[src/rtl/debug_step_if.sv]
`default_nettype none
// +----------------------------------------------------------------------------+
// | Module   : debug_step_if                                                   |
// | Brief    : Command, core-control and transmit signals of the debug stepper |
// | Revision : 1.0                                                             |
// +----------------------------------------------------------------------------+
interface debug_step_if #(
    parameter int PC_W = 8
);
    logic            cmd_valid;
    logic [7:0]      cmd_data;
    logic            halt_in;
    logic [PC_W-1:0] pc_in;
    logic            tx_ready;
    logic            enableDebug;
    logic            resetDebug;
    logic            tx_valid;
    logic [7:0]      tx_data;
    logic            busy;

    modport master (
        input  cmd_valid, cmd_data, halt_in, pc_in, tx_ready,
        output enableDebug, resetDebug, tx_valid, tx_data, busy
    );

    modport slave (
        output cmd_valid, cmd_data, halt_in, pc_in, tx_ready,
        input  enableDebug, resetDebug, tx_valid, tx_data, busy
    );
endinterface
`default_nettype wire

[src/rtl/debug_step_controller.sv]
`default_nettype none
// +----------------------------------------------------------------------------+
// | Module   : debug_step_controller                                           |
// | Brief    : Run/pause/step/reset control of the core from UART command      |
// |            bytes; dumps PC and cycle count as a byte stream. Define        |
// |            DBG_ECHO_EN to echo every accepted command byte first.          |
// | Revision : 1.0                                                             |
// +----------------------------------------------------------------------------+
module debug_step_controller #(
    parameter int PC_W         = 8,
    parameter int CNT_W        = 16,
    parameter int RESET_CYCLES = 2
) (
    input  logic         clk,
    input  logic         reset,
    debug_step_if.master dbg
);

    localparam int c_NBYTES = CNT_W / 8;
    localparam int c_BW     = $clog2(c_NBYTES + 1);
    localparam int c_RW     = (RESET_CYCLES > 1) ? $clog2(RESET_CYCLES) : 1;
    localparam logic [CNT_W-1:0] c_CNT_MAX = '1;

    localparam logic [7:0] c_CMD_RUN   = 8'h63;
    localparam logic [7:0] c_CMD_PAUSE = 8'h70;
    localparam logic [7:0] c_CMD_STEP  = 8'h73;
    localparam logic [7:0] c_CMD_RST   = 8'h72;
    localparam logic [7:0] c_CMD_DUMP  = 8'h64;

    localparam logic [2:0] c_ST_IDLE = 3'd0;
    localparam logic [2:0] c_ST_RUN  = 3'd1;
    localparam logic [2:0] c_ST_STEP = 3'd2;
    localparam logic [2:0] c_ST_RST  = 3'd3;
    localparam logic [2:0] c_ST_SEND = 3'd4;
`ifdef DBG_ECHO_EN
    localparam logic [2:0] c_ST_ECHO = 3'd5;
    logic [7:0]        r_echo_cmd;
`endif

    logic [2:0]        r_state;
    logic [2:0]        w_next_state;
    logic              r_enable;
    logic              r_reset_dbg;
    logic              r_busy;
    logic              r_tx_valid;
    logic [7:0]        r_tx_data;
    logic [CNT_W-1:0]  r_cnt;
    logic [CNT_W-1:0]  w_cnt_next;
    logic [CNT_W-1:0]  r_shift;
    logic [c_BW-1:0]   r_bytes_left;
    logic [c_RW-1:0]   r_rst_cnt;
    logic [PC_W-1:0]   w_pc;
    logic              w_xfer;
    logic              w_idle_cmd;

    assign w_pc       = dbg.pc_in;
    assign w_xfer     = r_tx_valid & dbg.tx_ready;
    assign w_idle_cmd = dbg.cmd_valid &&
                        (dbg.cmd_data == c_CMD_RUN  || dbg.cmd_data == c_CMD_STEP ||
                         dbg.cmd_data == c_CMD_RST  || dbg.cmd_data == c_CMD_DUMP);

    function automatic logic [2:0] f_target(input logic [7:0] cmd);
        case (cmd)
            c_CMD_RUN:  f_target = c_ST_RUN;
            c_CMD_STEP: f_target = c_ST_STEP;
            c_CMD_RST:  f_target = c_ST_RST;
            c_CMD_DUMP: f_target = c_ST_SEND;
            default:    f_target = c_ST_IDLE;
        endcase
    endfunction

    always_ff @(posedge clk or negedge reset) begin
        if (!reset) r_state <= c_ST_IDLE;
        else        r_state <= w_next_state;
    end

    always_comb begin
        w_next_state = r_state;
        case (r_state)
            c_ST_IDLE: begin
                if (w_idle_cmd) begin
`ifdef DBG_ECHO_EN
                    w_next_state = c_ST_ECHO;
`else
                    w_next_state = f_target(dbg.cmd_data);
`endif
                end
            end
            c_ST_RUN: begin
                // halt takes priority over a simultaneous pause
                if (dbg.halt_in) begin
                    w_next_state = c_ST_SEND;
                end else if (dbg.cmd_valid && dbg.cmd_data == c_CMD_PAUSE) begin
`ifdef DBG_ECHO_EN
                    w_next_state = c_ST_ECHO;
`else
                    w_next_state = c_ST_IDLE;
`endif
                end
            end
            c_ST_STEP: w_next_state = c_ST_SEND;
            c_ST_RST: begin
                if (r_rst_cnt == c_RW'(RESET_CYCLES - 1)) w_next_state = c_ST_IDLE;
            end
            c_ST_SEND: begin
                if (w_xfer && r_bytes_left == '0) w_next_state = c_ST_IDLE;
            end
`ifdef DBG_ECHO_EN
            c_ST_ECHO: begin
                if (w_xfer) w_next_state = f_target(r_echo_cmd);
            end
`endif
            default: w_next_state = c_ST_IDLE;
        endcase
    end

    always_comb begin
        w_cnt_next = r_cnt;
        if (w_next_state == c_ST_RST)               w_cnt_next = '0;
        else if (r_enable && r_cnt != c_CNT_MAX)    w_cnt_next = r_cnt + 1'b1;
    end

    always_ff @(posedge clk or negedge reset) begin
        if (!reset) begin
            r_enable     <= 1'b0;
            r_reset_dbg  <= 1'b0;
            r_busy       <= 1'b0;
            r_tx_valid   <= 1'b0;
            r_tx_data    <= 8'h00;
            r_cnt        <= '0;
            r_shift      <= '0;
            r_bytes_left <= '0;
            r_rst_cnt    <= '0;
`ifdef DBG_ECHO_EN
            r_echo_cmd   <= 8'h00;
`endif
        end else begin
            r_enable    <= (w_next_state == c_ST_RUN) || (w_next_state == c_ST_STEP);
            r_reset_dbg <= (w_next_state == c_ST_RST);
            r_busy      <= !((w_next_state == c_ST_IDLE) || (w_next_state == c_ST_RUN));
            r_cnt       <= w_cnt_next;
            r_rst_cnt   <= (r_state == c_ST_RST) ? r_rst_cnt + 1'b1 : '0;

            // snapshot uses the post-edge count so the last enabled cycle is included
            if (w_next_state == c_ST_SEND && r_state != c_ST_SEND) begin
                r_tx_valid   <= 1'b1;
                r_tx_data    <= w_pc[7:0];
                r_shift      <= w_cnt_next;
                r_bytes_left <= c_BW'(c_NBYTES);
`ifdef DBG_ECHO_EN
            end else if (w_next_state == c_ST_ECHO && r_state != c_ST_ECHO) begin
                r_tx_valid   <= 1'b1;
                r_tx_data    <= dbg.cmd_data;
                r_echo_cmd   <= dbg.cmd_data;
`endif
            end else if (w_xfer) begin
                if (r_state == c_ST_SEND && r_bytes_left != '0) begin
                    r_tx_data    <= r_shift[CNT_W-1 -: 8];
                    r_shift      <= r_shift << 8;
                    r_bytes_left <= r_bytes_left - 1'b1;
                end else begin
                    r_tx_valid   <= 1'b0;
                    r_tx_data    <= 8'h00;
                end
            end
        end
    end

    assign dbg.enableDebug = r_enable;
    assign dbg.resetDebug  = r_reset_dbg;
    assign dbg.busy        = r_busy;
    assign dbg.tx_valid    = r_tx_valid;
    assign dbg.tx_data     = r_tx_data;

endmodule
`default_nettype wire

[src/flat_wrapper.sv]
// flat-port wrapper written by rule: the top's interface ports become plain ports
module debug_step_controller_flat 
#(
    parameter int PC_W         = 8,
    parameter int CNT_W        = 16,
    parameter int RESET_CYCLES = 2
)
  (clk, reset, dbg_cmd_valid, dbg_cmd_data, dbg_halt_in, dbg_pc_in, dbg_tx_ready, dbg_enableDebug, dbg_resetDebug, dbg_tx_valid, dbg_tx_data, dbg_busy);
  debug_step_if #(.PC_W(PC_W)) dbg_i ();
  input  logic clk;
  input  logic reset;
  input wire logic [$bits(dbg_i.cmd_valid)-1:0] dbg_cmd_valid;
  input wire logic [$bits(dbg_i.cmd_data)-1:0] dbg_cmd_data;
  input wire logic [$bits(dbg_i.halt_in)-1:0] dbg_halt_in;
  input wire logic [$bits(dbg_i.pc_in)-1:0] dbg_pc_in;
  input wire logic [$bits(dbg_i.tx_ready)-1:0] dbg_tx_ready;
  output wire logic [$bits(dbg_i.enableDebug)-1:0] dbg_enableDebug;
  output wire logic [$bits(dbg_i.resetDebug)-1:0] dbg_resetDebug;
  output wire logic [$bits(dbg_i.tx_valid)-1:0] dbg_tx_valid;
  output wire logic [$bits(dbg_i.tx_data)-1:0] dbg_tx_data;
  output wire logic [$bits(dbg_i.busy)-1:0] dbg_busy;
  assign dbg_i.cmd_valid = dbg_cmd_valid;
  assign dbg_i.cmd_data = dbg_cmd_data;
  assign dbg_i.halt_in = dbg_halt_in;
  assign dbg_i.pc_in = dbg_pc_in;
  assign dbg_i.tx_ready = dbg_tx_ready;
  assign dbg_enableDebug = dbg_i.enableDebug;
  assign dbg_resetDebug = dbg_i.resetDebug;
  assign dbg_tx_valid = dbg_i.tx_valid;
  assign dbg_tx_data = dbg_i.tx_data;
  assign dbg_busy = dbg_i.busy;
  debug_step_controller #(.PC_W(PC_W), .CNT_W(CNT_W), .RESET_CYCLES(RESET_CYCLES)) u_core (.clk(clk), .reset(reset), .dbg(dbg_i));
endmodule
[config.mk]
export PLATFORM = sky130hd
export DESIGN_NAME = debug_step_controller_flat
export DESIGN_NICKNAME = d
export VERILOG_FILES = /design/src/rtl/debug_step_if.sv /design/src/rtl/debug_step_controller.sv /design/src/flat_wrapper.sv
export SDC_FILE = /design/constraint.sdc
export NUM_CORES = 1
export LEC_CHECK = 0
export CORE_ASPECT_RATIO = 1.75
export CORE_UTILIZATION = 45
export CTS_CLUSTER_SIZE = 24
export DETAILED_ROUTE_END_ITERATION = 8
export PLACE_DENSITY_LB_ADDON = 0.08
export SLEW_MARGIN = 40
export SYNTH_ARGS = -nofsm -noshare
export SYNTH_HDL_FRONTEND = slang
export SYNTH_SLANG_ARGS = --single-unit
export TNS_END_PERCENT = 1
[constraint.sdc]
create_clock -name clk -period 3.7 [get_ports clk]
set_input_delay 1.11 -clock clk [delete_from_list [all_inputs] [get_ports clk]]
set_output_delay 1.11 -clock clk [all_outputs]
set_load 0.02 [all_outputs]
==> run_1/layer_met3.png <==
(4 px per um)
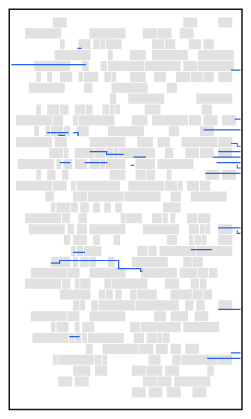
wire length on this layer	148 um
share of all routed wire	2.9%
main direction	horizontal
longest straight run	18.4 um
nets with wire on the layer	23
vias: 1813
met3 usage: 0.0312
Post-Route WL: 5090 um

==> run_1/wires.png <==
(6 px per um) Only two layers are drawn.
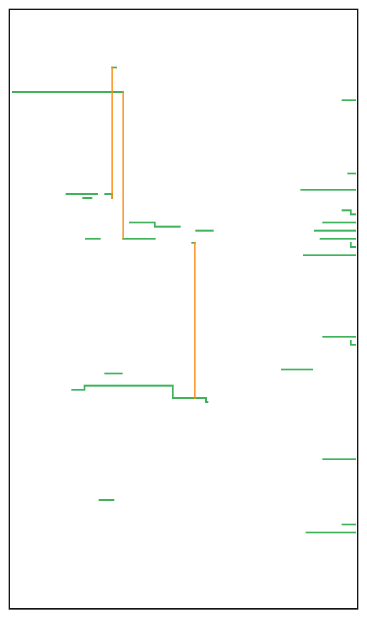
layer	colour	wire length
metal 4	orange	72.1 um
metal 3	green	148 um
Wirelength per Cell: 16.0 um
total track usage: 0.197

==> run_1/flops_by_reg.png <==
(6 px per um) Other sequential cells in the stronger grey, the rest of the logic in the fainter grey.
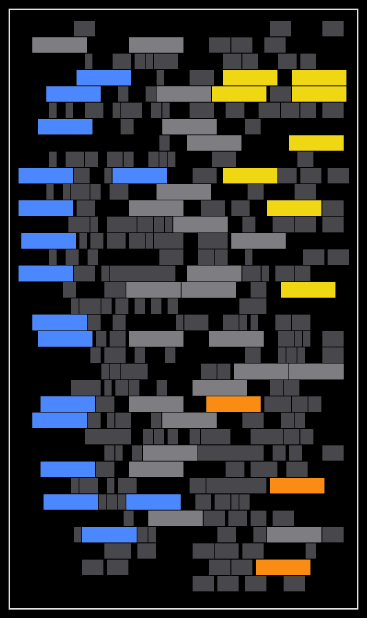
netlist name	colour	sequential cells
u_core.dbg.tx_data	yellow	8
u_core.r_state	orange	3
u_core.r_cnt	blue	16
not coloured	23
Reg area: 1250 sq um
fraction of area in registers: 0.423
seq pwr: 0.000859 W
fin util: 0.563

==> flow_metrics.py, run 1 <==
# Physical implementation metrics
metrics = {
    "status": {
        "outcome": "finished with violations",
        "violations": "design-rule violations",
    },
    "clocking": {
        "clkSinkCount": 50,
        "cts-root-buf": "clkbuf_8",
        "cts_hold_buf": 0,
        "cts_resized": 0,
        "clockBufferDepth": 2,
        "cts_buffers": 5,
        "clk_pin_slew_ns": 0.09,
        "clk_latency_ns": 0.30,
    },
    "final_timing": {
        "hold_ws_ns": 0.455,
        "clock.fmax_ghz": 0.355,
        "rsz0062_at_grt": "false",
        "worst_pin_slew_ns": 0.611,
        "hold_viol_final": 0,
    },
    "cells_and_area": {
        "finalNonFillerCells": 317,
        "layout.cells.most_common": "dfrtp_1",
        "area_growth_pct": 20.7,
        "antenna_cells": 0,
        "nets": 284,
        "n_fill_cell": 480,
    },
    "floorplanning": {
        "die_height_um": 99.7,
        "placementRows": 35,
        "fp.dieArea_sq_um": 5760,
        "ioPinCount": 33,
    },
    "logic_synthesis": {
        "synth_top_flop_cell": "dfrtp_1",
        "yosys_area_sq_um": 2450,
        "synthesis.area_sq_um": 2450,
        "avgSynthCellArea_sq_um": 10.9,
        "edf_count": 0,
        "async_reset_ff_frac": 1.00,
    },
    "power": {
        "max-vdd-ir-drop_v": 0.000369,
        "p_leak_nw": 1.36,
    },
    "hold_path": {
        "hold_path_class": "flop to flop",
        "min_delay_path_depth": 1,
    },
    "global_route": {
        "grt_pass1_wl_um": 8740,
        "grt-ovfl-total": 0,
        "grt_max_degree": 35,
        "grt_pass1_vias": 1776,
    },
    "critical_path": {
        "required_ns": 3.90,
        "cpPeakStageDelay_ns": 0.55,
        "cp.depth": 6,
        "worstPathCellList": "clkdlybuf4s50_1, nor3b_2, nand4bb_4, a221o_1, and3_1, a21o_1",
        "worst_path_max_delay_cell": "a221o_1",
        "path_buffers": 1,
    },
    "route": {
        "drtIter0Drc": 65,
        "drc": 3,
        "first_pass_iters": 6,
        "detail_route.vias_per_cell": 5.72,
    },
    "place": {
        "place_area_sq_um": 2820,
        "place.port_buffers": 32,
    },
}
[run 1: Yosys cell counts, types with 2 or more instances]
master    instances  share of area
o211ai_1          3         0.0092
a21o_1           12          0.037
buf_4             3         0.0092
inv_1             3         0.0046
xor2_1            8          0.029
nand3_1          13          0.027
o21ai_0           6          0.012
ha_1              2          0.010
a22o_1            7          0.025
dfrtp_1          50           0.51
a221o_1           2         0.0082
mux2_2            8          0.037
buf_2             3         0.0061
nor3b_2           2          0.010
nor2_1           20          0.031
nand2b_1          4          0.010
mux2i_1           3          0.012
and3_1            6          0.015
nor3b_1           3         0.0092
a21oi_1           3         0.0061
nand4_1           3         0.0076
xnor2_1           2         0.0071
o21ai_1          11          0.022
nand2_1          17          0.026
or2_2             2         0.0051
[run 1: cell families (layout without fill, tap and decap cells)]
kind of cell,Yosys count,after routing,synth area share
buffers and inverters,11,48,0.0260
flip-flops,50,50,0.510
adder cells (fa/ha/maj),2,2,0.0102
XOR/XNOR,10,10,0.0357
multiplexers,11,11,0.0490
AND/OR/NAND/NOR,85,85,0.203
AND-OR/OR-AND,56,56,0.166
[run 1: report_power, final]
group | total [W] | switching (W) | internal [W]
registers | 0.000859 | 0.000131 | 0.000728
logic | 0.000650 | 0.000332 | 0.000318
clock network | 0.000456 | 0.000185 | 0.000271
total | 0.00197 | 0.000649 | 0.00132
[run 1: sequential cells by signal, indices dropped and copies added (netlist names)]
register                cells
u_core.r_rst_cnt            1
u_core.dbg.tx_valid         1
u_core.r_cnt               16
u_core.r_bytes_left         2
u_core.dbg.busy             1
u_core.dbg.enableDebug      1
u_core.dbg.resetDebug       1
u_core.r_state              3
u_core.dbg.tx_data          8
u_core.r_shift             16
[run 1: worst register-to-register path, stage by stage (launching register included)]
cell and delay [ns]:
dfrtp_1 0.44, or4b_1 0.57, nand2_1 0.09, a31o_1 0.46
buf_4 0.25, nor2_1 0.06
[run 1: layout make-up]
cell class | count | area (sq um) | area share
multi-input combinational | 164 | 1140 | 0.385
clock buffer | 5 | 68.8 | 0.0232
clock inverter | 3 | 68.8 | 0.0232
sequential | 50 | 1250 | 0.423
tap | 55 | 68.8 | 0.0232
timing repair buffer | 37 | 353 | 0.119
inverter | 3 | 11.3 | 0.00380
[run 1: metal layers]
metal  track usage  wire length (um)
met1         0.238              2090
met2         0.346              2780
met3        0.0312               147
met4        0.0714                72
met5             0                 0
[run 1: worst paths after layout]
| check | startpoint | endpoint | slack, ns |
|---|---|---|---|
| max in group asynchronous | reset | u_core.r_shift[3]$_DFFE_PN0P_ | 2.22 |
| worst min-delay path | u_core.r_rst_cnt$_DFF_PN0_ | u_core.r_rst_cnt$_DFF_PN0_ | 0.46 |
| min in group asynchronous | reset | u_core.r_state[1]$_DFF_PN0_ | 0.72 |
| worst max-delay path | dbg_cmd_data[0] | u_core.r_shift[4]$_DFFE_PN0P_ | 0.88 |
| worst min register to register | u_core.r_rst_cnt$_DFF_PN0_ | u_core.r_rst_cnt$_DFF_PN0_ | 0.46 |
| worst max register to register | u_core.r_state[1]$_DFF_PN0_ | u_core.r_cnt[14]$_DFF_PN0_ | 1.72 |
==> run 2: changes to the inputs <==
clock period = 2.6 ns   (was 3.7 ns; I/O delays follow)
==> run_2/layer_met3.png <==
(4 px per um)
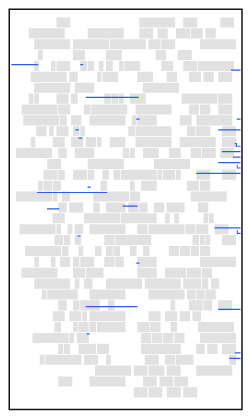
share of all routed wire	2.1%
nets with wire on the layer	20
Post-Route WL: 5230 um
met3 usage: 0.0286
vias: 1850

==> run_2/congestion.png <==
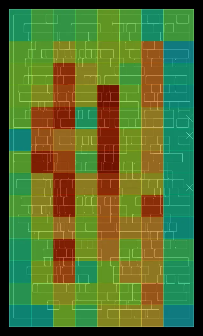
fin util: 0.572
layer with the highest usage: met2
Wirelength per Cell: 16.0 um

==> flow_metrics.py, run 2 <==
# Physical implementation metrics
metrics = {
    "clocking": {
        "clkSinkCount": 50,
        "cts-root-buf": "clkbuf_8",
        "cts_buffers": 5,
        "clockBufferDepth": 2,
        "clk_latency_ns": 0.31,
        "clk_pin_slew_ns": 0.10,
        "cts_resized": 0,
    },
    "critical_path": {
        "cpPeakStageDelay_ns": 0.39,
        "required_ns": 2.79,
        "worst_path_max_delay_cell": "clkdlybuf4s50_1",
        "reg2reg_from": "u_core.r_cnt[0]$_DFF_PN0_",
        "r2r_setup_slack_ns": 0.73,
        "reg2reg_to": "u_core.r_shift[10]$_DFFE_PN0P_",
        "worstPathCellList": "clkdlybuf4s50_1, nand4bb_1, buf_4, nor3b_1, a31o_1, buf_12, a211oi_2, a21o_1",
    },
    "global_route": {
        "grt-ovfl-total": 0,
        "grt_pass1_wl_um": 8960,
        "grt_use_total": 0.205,
        "grt_pass1_vias": 1846,
        "grt_max_degree": 24,
    },
    "route": {
        "detail_route.vias_per_cell": 5.67,
        "drc": 3,
        "drtIter0Drc": 74,
        "first_pass_iters": 6,
    },
    "logic_synthesis": {
        "synth_top_flop_cell": "dfrtp_1",
        "yosys_area_sq_um": 2450,
        "synthesis.area_sq_um": 2450,
        "common_cells": "dfrtp_1 (50), nor2_1 (20), nand2_1 (17)",
        "synth_area_leader_cell": "dfrtp_1",
        "synth.most_common_cell": "dfrtp_1",
        "top_cell_area_share": 0.510,
        "synthTopCellsByArea": "dfrtp_1 (51%), a21o_1 (3.7%), mux2_2 (3.7%)",
        "edf_count": 0,
        "avgSynthCellArea_sq_um": 10.9,
        "async_reset_ff_frac": 1.00,
    },
    "cells_and_area": {
        "drive_above_1_share": 0.159,
        "n_fill_cell": 480,
        "antenna_cells": 0,
        "nets": 293,
        "layout.cells.most_common": "dfrtp_1",
        "area_growth_pct": 22.6,
    },
    "floorplanning": {
        "placementRows": 35,
        "die_height_um": 99.7,
        "ioPinCount": 33,
        "fp.dieArea_sq_um": 5760,
    },
    "final_timing": {
        "hold_ws_ns": 0.422,
        "clock.fmax_ghz": 0.425,
        "hold_viol_final": 0,
        "rsz0062_at_grt": "false",
    },
    "status": {
        "violations": "design-rule violations",
        "outcome": "finished with violations",
    },
    "power": {
        "p_leak_nw": 1.39,
        "max-vdd-ir-drop_v": 0.000489,
    },
    "hold_path": {
        "hold_path_class": "input pin to asynchronous set/reset pin",
    },
    "place": {
        "place.port_buffers": 32,
    },
}
## run 2: cell count changes in the layout (fill, tap and decap cells not counted)
| cell | before | now |
|---|---|---|
| bufinv_16 | 2 | 0 |
| buf_4 | 5 | 13 |
| clkbuf_8 | 5 | 7 |
| buf_12 | 0 | 1 |
## run 2: kinds of logic (layout without fill, tap and decap cells)
kind of cell,Yosys count,count (layout),synth area share
compound gates,56,56,0.166
xor+xnor,10,10,0.0357
fa+ha+maj,2,2,0.0102
buf+inv,11,57,0.0260
flops,50,50,0.510
mux,11,11,0.0490
simple gates,85,85,0.203
## run 2: where the power goes
| group | total [W] | switching (W) | internal (W) | leakage [nW] |
|---|---|---|---|---|
| registers | 0.00122 | 0.000188 | 0.00104 | 0.581 |
| clock network | 0.000506 | 0.000262 | 0.000244 | 0.0544 |
| logic | 0.000930 | 0.000474 | 0.000456 | 0.756 |
## run 2: how the worst max path moves through the flow
| stage | startpoint | endpoint | cells past startpoint |
|---|---|---|---|
| finish | dbg_cmd_data[7] | u_core.r_shift[4]$_DFFE_PN0P_ | 8 |
| global route | dbg_cmd_data[7] | u_core.r_shift[4]$_DFFE_PN0P_ | 8 |
| CTS | dbg_cmd_data[7] | u_core.r_shift[4]$_DFFE_PN0P_ | 8 |
| detailed placement | dbg_cmd_data[7] | u_core.r_shift[4]$_DFFE_PN0P_ | 8 |
| global placement | dbg_cmd_data[7] | u_core.r_shift[4]$_DFFE_PN0P_ | 8 |
| floorplan | dbg_cmd_data[7] | u_core.dbg.tx_data[5]$_DFFE_PN0P_ | 5 |
## run 2: layout make-up
class / instances / area [sq um] / area share
Inverter: 3 / 11.3 / 0.00374
Clock buffer: 7 / 96.3 / 0.0320
Timing Repair Buffer: 46 / 433 / 0.144
Tap cell: 55 / 68.8 / 0.0229
Multi-Input combinational cell: 164 / 1140 / 0.379
Clock inverter: 1 / 8.76 / 0.00291
Sequential cell: 50 / 1250 / 0.416
## run 2: layer usage
metal	GRT usage	wire length, um	up-vias	part of all wire
li1	-	-	916	-
met1	0.238	2190	893	0.42
met2	0.361	2770	29	0.53
met3	0.0286	107	12	0.020
met4	0.0971	160	0	0.031
met5	0	0	-	0
## run 2: worst max-delay path: cells and delay by family
family	cells	cell delay, ns
compound gates	3	0.50
buf+inv	3	0.70
simple gates	2	0.56
## run 2: metrics by stage
| stage | cell area, sq um | std cells | power [W] | setup slack [ns] | util |
|---|---|---|---|---|---|
| 4_1_cts | 3010 | 326 | 0.00270 | 0.288 | 0.572 |
| 3_3_place_gp | 2900 | 318 | 0.00216 | -0.0206 | 0.552 |
| 2_1_floorplan | 2450 | 225 | 0.00182 | 0.486 | - |
| 6_report | 3010 | 326 | 0.00266 | 0.248 | 0.572 |
| 5_1_grt | 3010 | 326 | 0.00286 | 0.143 | 0.572 |
| 3_5_place_dp | 2900 | 318 | 0.00218 | -0.0182 | 0.552 |
Power figures rest on the tool's default switching activity, not on a simulated workload.
